$ cat src/rtl/moore_fsm.sv
`default_nettype none
// ============================================================================
//  Module      : moore_fsm
//  Description : Moore serial sequence detector for the bit pattern 1011.
//                One bit of IN is sampled on every rising CLOCK edge; OUT is
//                a pure decode of the state register and is high for exactly
//                one cycle after each detected pattern.
//
//  Ports
//      OUT    output  1  detect flag, high only in state S1011
//      IN     input   1  serial data bit, sampled on rising CLOCK
//      CLOCK  input   1  clock, rising-edge active
//      RESET  input   1  synchronous active-high reset, forces IDLE
//
//  Configuration
//      MOORE_OVERLAP_EN  when defined, the trailing "1" of a match may start
//                        the next match (S1011 on 0 goes to S10 instead of
//                        IDLE). Undefined by default: non-overlapping.
//
//  Revision    : 1.0  initial release
// ============================================================================
module moore_fsm (
    output logic OUT,
    input  logic IN,
    input  logic CLOCK,
    input  logic RESET
);

    // ------------------------------------------------------------------
    // State encoding (3-bit binary; codes 5..7 are unused)
    // ------------------------------------------------------------------
    localparam logic [2:0] IDLE  = 3'd0;
    localparam logic [2:0] S1    = 3'd1;
    localparam logic [2:0] S10   = 3'd2;
    localparam logic [2:0] S101  = 3'd3;
    localparam logic [2:0] S1011 = 3'd4;

    // State S1011 leaving on IN=0 depends on the overlap build option.
`ifdef MOORE_OVERLAP_EN
    localparam logic [2:0] C_S1011_ON_ZERO = S10;
`else
    localparam logic [2:0] C_S1011_ON_ZERO = IDLE;
`endif

    logic [2:0] r_state;
    logic [2:0] w_next_state;

    // ------------------------------------------------------------------
    // State register. RESET has priority over any transition, so an
    // unknown IN while RESET is high never reaches the state.
    // ------------------------------------------------------------------
    always_ff @(posedge CLOCK) begin
        if (RESET) begin
            r_state <= IDLE;
        end else begin
            r_state <= w_next_state;
        end
    end

    // ------------------------------------------------------------------
    // Next-state logic
    // ------------------------------------------------------------------
    always_comb begin
        w_next_state = IDLE;
        case (r_state)
            IDLE:    w_next_state = IN ? S1    : IDLE;
            S1:      w_next_state = IN ? S1    : S10;
            S10:     w_next_state = IN ? S101  : IDLE;
            // "1010" still ends in the prefix "10"
            S101:    w_next_state = IN ? S1011 : S10;
            S1011:   w_next_state = IN ? S1    : C_S1011_ON_ZERO;
            // Unused encodings recover to IDLE on the next edge
            default: w_next_state = IDLE;
        endcase
    end

    // ------------------------------------------------------------------
    // Output decode: depends on the state register only
    // ------------------------------------------------------------------
    always_comb begin
        OUT = 1'b0;
        if (r_state == S1011) begin
            OUT = 1'b1;
        end
    end

endmodule
`default_nettype wire

$ cat config.mk
export PLATFORM = sky130hd
export DESIGN_NAME = moore_fsm
export DESIGN_NICKNAME = d
export VERILOG_FILES = /design/src/rtl/moore_fsm.sv
export SDC_FILE = /design/constraint.sdc
export NUM_CORES = 1
export LEC_CHECK = 0
export CAP_MARGIN = 40
export CORE_AREA = 4 4 41 43
export CTS_CLUSTER_DIAMETER = 80
export CTS_CLUSTER_SIZE = 16
export DETAILED_ROUTE_END_ITERATION = 10
export DIE_AREA = 0 0 45 47
export RECOVER_POWER = 50
export SKIP_LAST_GASP = 1
export SLEW_MARGIN = 15
export SYNTH_ARGS = -nofsm -noshare
export SYNTH_HDL_FRONTEND = slang
export SYNTH_SLANG_ARGS = --single-unit
$ cat constraint.sdc
create_clock -name CLOCK -period 0.8 [get_ports CLOCK]
set_clock_uncertainty 0.05 [all_clocks]
set_input_delay 0.16 -clock CLOCK [delete_from_list [all_inputs] [get_ports CLOCK]]
set_output_delay 0.16 -clock CLOCK [all_outputs]
set_load 0.02 [all_outputs]
pdn.png
The bar under the picture is 10 um long. Pins as bars on the die edge. Tap cells in gray.
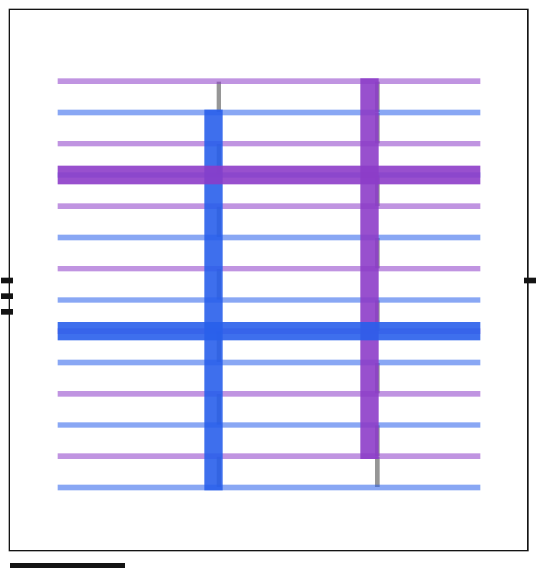
Key: blue = VSS; purple = VDD
The core has 13 rows. 4 signal pins sit on the boundary. 15 tap cells. 2 straps on met4. 14 met1 rails follow the rows.

cell_classes.png
The bar under the picture is 10 um long.
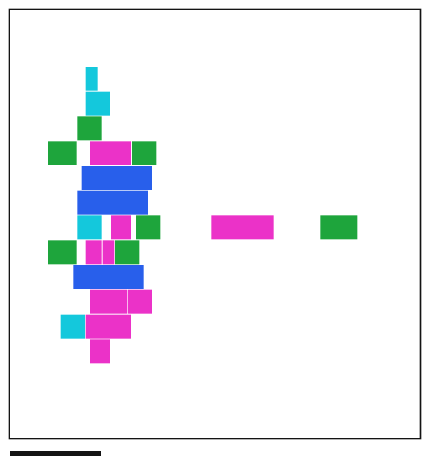
Key: cyan = clock drivers and dummy loads [cells 4, share of their area 11%]; magenta = all other logic [cells 9, share of their area 36%]; green = other buffers and delay cells [cells 7, share of their area 25%]; blue = flip-flops [cells 3, share of their area 27%]
number of placement rows: 13
core footprint: 1300 um2
fin util: 0.194

==> results.json <==
{
  "nets": 27,
  "num_tap_cells": 15,
  "setup_violations": 3,
  "pg_comb_uw": 39.7,
  "setup.worst_path.start": "r_state[1]",
  "endpoint": "OUT",
  "n_antenna_cell": 0,
  "arrival_ns": 0.88,
  "cts_tree": "done",
  "ant_nets": 0,
  "grt_use_met2": 0.0678,
  "report.power.total_uw": 469,
  "timing.rr.start": "r_state[1]",
  "grt_max_degree": 5,
  "peakVddDrop_mv": 0.672,
  "enable_flop_cells": 0,
  "drt_wl_total_um": 326,
  "post-route-period-util": 1.36,
  "worst-path-stages": 2,
  "cp.required_ns": 0.59,
  "aoi_share": 0.0990,
  "clk_share": 0.104,
  "seq_area_frac": 0.252,
  "holdPathStages": 3,
  "worstRegToRegCells": 3,
  "internal_power_uw": 367,
  "status": "finished with violations",
  "seq_power_share": 0.343,
  "ys_area_um2": 126,
  "fmax_mhz": 916,
  "hp-class": "input pin to flip-flop",
  "ys_seq_share": 0.475,
  "swShare": 0.217,
  "grt_pass1_wl_um": 517,
  "rsz0062_at_grt": "yes",
  "chipWidth_um": 45,
  "ys_warn_count": 0,
  "violations": "negative setup slack",
  "fin_ws_ns": -0.292,
  "reg.largest.list": "r_state: 3 flops",
  "top_register": "r_state",
  "post_cts_buffers": 0,
  "async_flop_share": 0,
  "grt_pass1_vias": 136,
  "synthFlopType": "dfxtp_1",
  "inv_count": 0,
  "mux_share": 0,
  "htreeDepth": 1,
  "floorplan.nets": 15,
  "cp-start-kind": "flip-flop",
  "simple_gate_area_frac": 0.337,
  "cp_slowest_stage_delay_ns": 0.33,
  "end_kind": "output port",
  "synth_flop_count": 3,
  "p_seq_uw": 161,
  "die_area_um2": 2120,
  "met1_usage": 0.0271,
  "powerClk_uw": 268,
  "combGateArea_um2": 85.1,
  "largest_register_ffs": 3,
  "flop-count": 3,
  "timing.rr.end": "r_state[0]",
  "dr.pass1.iters": 2
}
clock_map.png
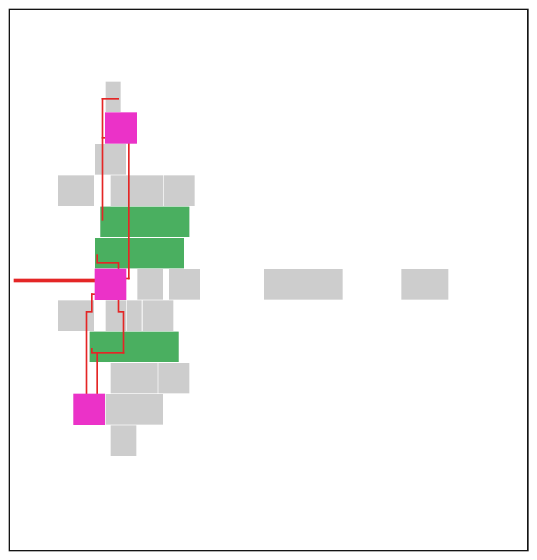
Key: red = clock wires [length 68.7 um]; green = flip-flops [count 3]; magenta = cells driving clock nets [count 3]
There are 4 routed clock nets.

